### Routed clock nets over the placement

(3 px per um)
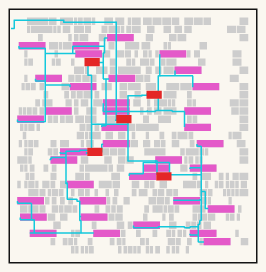
### Floorplan with the power grid

(4 px per um) Pins as bars on the die edge.
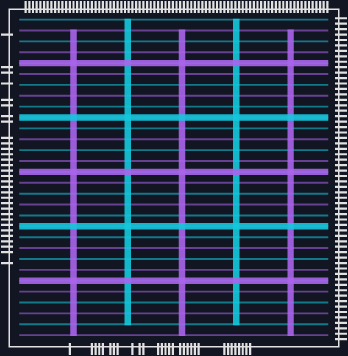
### Wiring by layer

(6 px per um)
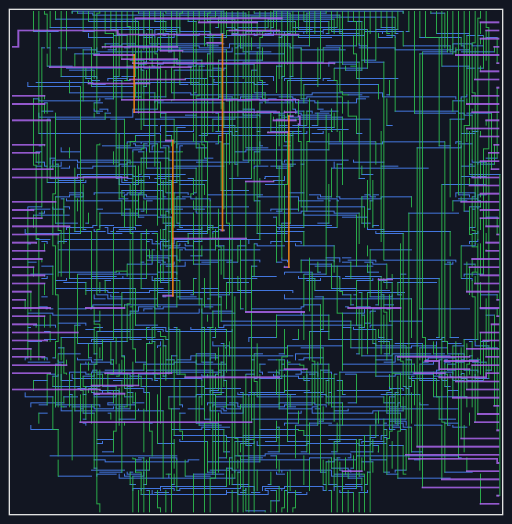
### Gate-type map

(3 px per um)
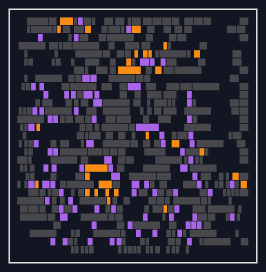
### The clock network

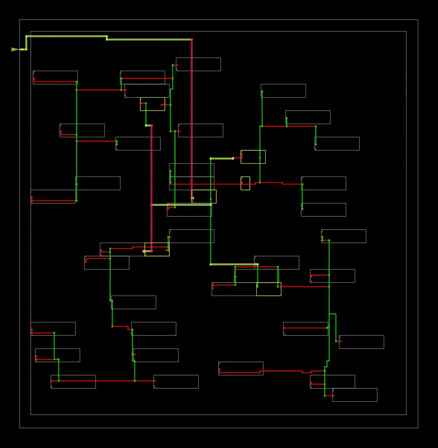
[config.mk]
export PLATFORM = sky130hd
export DESIGN_NAME = ahb_write_arbiter
export DESIGN_NICKNAME = d
export VERILOG_FILES = /design/src/rtl/ahb_write_arbiter.sv
export SDC_FILE = /design/constraint.sdc
export NUM_CORES = 1
export LEC_CHECK = 0
export ABC_CLOCK_PERIOD_IN_PS = 2700
export CORE_AREA = 2 2 80 82
export CTS_CLUSTER_SIZE = 14
export DETAILED_ROUTE_END_ITERATION = 8
export DIE_AREA = 0 0 82 84
export DONT_BUFFER_PORTS = 1
export PLACE_DENSITY_LB_ADDON = 0.1
export SYNTH_ARGS = -nofsm -noshare
export SYNTH_HDL_FRONTEND = slang
export SYNTH_SLANG_ARGS = --single-unit
export TNS_END_PERCENT = 20
[constraint.sdc]
create_clock -name HCLK -period 2.7 [get_ports HCLK]
set_clock_uncertainty 0.2 [all_clocks]
set_input_delay 0.27 -clock HCLK [delete_from_list [all_inputs] [get_ports HCLK]]
set_output_delay 0.27 -clock HCLK [all_outputs]
set_load 0.05 [all_outputs]
[src/rtl/ahb_write_arbiter.sv]
// Two-requester arbiter in front of an AHB write handler: grants one requester, sequences its
// single or incrementing burst and reports completion. Define ARB_ROUND_ROBIN_EN for round-robin arbitration.
module ahb_write_arbiter (
   input  logic        HCLK,
   input  logic        HRESETn,
   input  logic        HREADY,
   input  logic        HANDLER_DONE,
   input  logic        REQ0,
   input  logic        REQ1,
   input  logic        WR0,
   input  logic        WR1,
   input  logic [3:0]  LEN0,
   input  logic [3:0]  LEN1,
   input  logic [25:0] ADDR0,
   input  logic [25:0] ADDR1,
   input  logic [31:0] WDATA0,
   input  logic [31:0] WDATA1,
   output logic        GNT0,
   output logic        GNT1,
   output logic        DATA_ACK0,
   output logic        DATA_ACK1,
   output logic        XFER_DONE0,
   output logic        XFER_DONE1,
   output logic        ABORT0,
   output logic        ABORT1,
   output logic [5:0]  state,
   output logic [25:0] ADDR,
   output logic [31:0] DATA
);

   localparam logic [1:0] A_IDLE   = 2'd0;
   localparam logic [1:0] A_SINGLE = 2'd1;
   localparam logic [1:0] A_BURST  = 2'd2;
   localparam logic [1:0] A_WAIT   = 2'd3;

   localparam logic [5:0] ST_IDLE    = 6'b000001;
   localparam logic [5:0] ST_SBURSTW = 6'b000010;
   localparam logic [5:0] ST_SBURSTR = 6'b000100;
   localparam logic [5:0] ST_INCRBW  = 6'b001000;
   localparam logic [5:0] ST_INCRBR  = 6'b010000;
   localparam logic [5:0] ST_BUSY    = 6'b100000;

   logic [1:0]  arb_fsm;
   logic        is_write;
   logic [3:0]  beat_cnt;
   logic        any_req;
   logic        pick1;
   logic        gnt_req;
   logic        beat_ack;
   logic        burst_abort;
   logic        sel_wr;
   logic [3:0]  sel_len;
   logic [25:0] sel_addr;

`ifdef ARB_ROUND_ROBIN_EN
   // last_gnt remembers who won last; on a tie the other requester wins
   logic last_gnt;
   assign pick1 = REQ1 & (~REQ0 | ~last_gnt);
`else
   assign pick1 = REQ1 & ~REQ0;
`endif

   assign any_req  = REQ0 | REQ1;
   assign sel_wr   = pick1 ? WR1   : WR0;
   assign sel_len  = pick1 ? LEN1  : LEN0;
   assign sel_addr = pick1 ? ADDR1 : ADDR0;
   assign gnt_req  = GNT1 ? REQ1 : REQ0;

   always_comb begin
      state       = ST_IDLE;
      beat_ack    = 1'b0;
      burst_abort = 1'b0;
      case (arb_fsm)
         A_SINGLE: begin
            state    = is_write ? ST_SBURSTW : ST_SBURSTR;
            beat_ack = 1'b1;
         end
         A_BURST: begin
            if (!HREADY)
               state = ST_BUSY;
            else if (is_write)
               state = ST_INCRBW;
            else
               state = ST_INCRBR;
            beat_ack    = HREADY & gnt_req;
            burst_abort = ~gnt_req;
         end
         default: state = ST_IDLE;
      endcase
   end

   assign DATA_ACK0 = beat_ack & GNT0;
   assign DATA_ACK1 = beat_ack & GNT1;
   assign ABORT0    = burst_abort & GNT0;
   assign ABORT1    = burst_abort & GNT1;
   assign DATA      = GNT0 ? WDATA0 : (GNT1 ? WDATA1 : 32'd0);

   // The XFER_DONE cycle is an idle cycle that never arbitrates, so a request
   // raised alongside the completion pulse is picked up one cycle later.
   always_ff @(posedge HCLK or negedge HRESETn) begin
      if (!HRESETn) begin
         arb_fsm    <= A_IDLE;
         GNT0       <= 1'b0;
         GNT1       <= 1'b0;
         XFER_DONE0 <= 1'b0;
         XFER_DONE1 <= 1'b0;
         ADDR       <= 26'd0;
         beat_cnt   <= 4'd0;
         is_write   <= 1'b0;
`ifdef ARB_ROUND_ROBIN_EN
         last_gnt   <= 1'b1;
`endif
      end else begin
         XFER_DONE0 <= 1'b0;
         XFER_DONE1 <= 1'b0;
         case (arb_fsm)
            A_IDLE: begin
               if (any_req && !XFER_DONE0 && !XFER_DONE1) begin
                  GNT0     <= ~pick1;
                  GNT1     <= pick1;
                  is_write <= sel_wr;
                  beat_cnt <= sel_len;
                  ADDR     <= sel_addr;
                  arb_fsm  <= (sel_len == 4'd0) ? A_SINGLE : A_BURST;
`ifdef ARB_ROUND_ROBIN_EN
                  last_gnt <= pick1;
`endif
               end
            end
            A_SINGLE: arb_fsm <= A_WAIT;
            A_BURST: begin
               if (!gnt_req || (HREADY && beat_cnt == 4'd0)) begin
                  arb_fsm <= A_WAIT;
               end else if (HREADY) begin
                  beat_cnt <= beat_cnt - 4'd1;
                  ADDR     <= ADDR + 26'd4;
               end
            end
            A_WAIT: begin
               if (HANDLER_DONE && HREADY) begin
                  XFER_DONE0 <= GNT0;
                  XFER_DONE1 <= GNT1;
                  GNT0       <= 1'b0;
                  GNT1       <= 1'b0;
                  arb_fsm    <= A_IDLE;
               end
            end
            default: arb_fsm <= A_IDLE;
         endcase
      end
   end

endmodule
==> qor.csv <==
stage,metric,value,unit
outcome,status,"finished, final reports clean",
setup_path,end of the critical path,ADDR[8],
logic_synthesis,synth warn,0,
setup_path,R2R depth,4,
power_and_ir_drop,VDD IR max,837.9,uV
placed_design,I/O Buffers,0,
setup_path,Crit path required time,2.68,ns
setup_path,crit end category,register,
setup_path,Setup crit start,XFER_DONE0,
min_path,HP Start,ADDR0[20],
clock_tree,CTS resizes,0,
min_path,Hold EP,ADDR[20],
global_route,GRT met2 Usage,0.4945,
global_route,vias in the first global route,3025,
logic_synthesis,mux share,0.03546,
setup_path,Reg2Reg Setup Slack,0.23,ns
route,count of TritonRoute iterations in the first routing pass,7,
placed_design,placed cell areas,3441,um^2
setup_path,reg2reg start,XFER_DONE0,
logic_synthesis,and+or+nand+nor area frac,0.2808,
logic_synthesis,register area share after synthesis,0.3052,
setup_path,crit-path max FO,13,
floorplanning,total die area,6888,um^2
final_timing,final worst path period share,0.9141,
logic_synthesis,yosys cell count,396,
setup_path,slowest CP cell,o31ai_2,
logic_synthesis,Top cell area share,0.3052,
final_timing,Final setup viols,0,
route,DR WL met2,5.280,mm
floorplanning,chip width,82,um
final_timing,setup TNS,0,ns
final_timing,worst slew pin tran,0.8195,ns
final_layout,share of cells above drive strength 1,0.1744,
final_layout,most flop-heavy register,ADDR,
power_and_ir_drop,Comb pwr share,0.719,
logic_synthesis,Commonest flop,dfrtp_1,
Back to the opening pictures, 'Routed clock nets over the placement':
legend:
  red:
    item: clock drivers
    count: 5
  cyan:
    item: clock wires
    length: 567 um
  magenta:
    item: flip-flops
    count: 37
flops lie: all over the die
routed clock nets: 6

Back to the opening pictures, 'Floorplan with the power grid':
legend:
  cyan:
    net: VDD
  purple:
    net: VSS
met5 straps: 5
rows: 29

Back to the opening pictures, 'Wiring by layer':
legend:
  orange:
    layer: metal 4
    wire_length: 93.2 um
  green:
    layer: metal 2
    wire_length: 5280 um
  blue:
    layer: metal 1
    wire_length: 4280 um
  purple:
    layer: metal 3
    wire_length: 857 um
drt total wl: 10.51 mm
mean routed wirelength per cell: 20.68 um

Back to the opening pictures, 'Gate-type map':
legend:
  purple:
    family: inverting AOI/OAI gates
    cells: 85
    most_used: o21ai_0
  orange:
    family: NOR gates
    cells: 28
    most_used: nor2_1
Comb area share: 0.5510
most instantiated logic cell after routing: nand2_1
final std cells w/o fill: 508

Back to the opening pictures, 'The clock network':
clk sink count: 37
Late-Pin Clk Latency: 0.29 ns
total CTS buffers: 5

## layout make-up
type,count,area [um^2]
Antenna cell,1,2.502
Clock buffer,5,68.82
Clock inverter,1,5.005
Fill cell,582,2529
Inverter,10,37.54
Multi-Input combinational cell,321,1966
Sequential cell,37,925.9
Tap cell,77,96.34
Timing Repair Buffer,56,465.4
## what timing repair did
item | CTS | global route
hold buffers | 4 | 0
setup buffers | 0 | 0
endpoints found under the hold margin | 38 | 0
## power by group through the flow
stage | clock (W) | combinational, W | sequential, W
detailed placement | 0 | 0.00402 | 0.00122
global route | 0.000405 | 0.00437 | 0.00125
global placement | 0 | 0.00398 | 0.00121
CTS | 0.000377 | 0.00406 | 0.00121
floorplan | 0 | 0.00248 | 0.00182
finish | 0.000373 | 0.00406 | 0.00121
Power figures rest on the tool's default switching activity, not on a simulated workload.
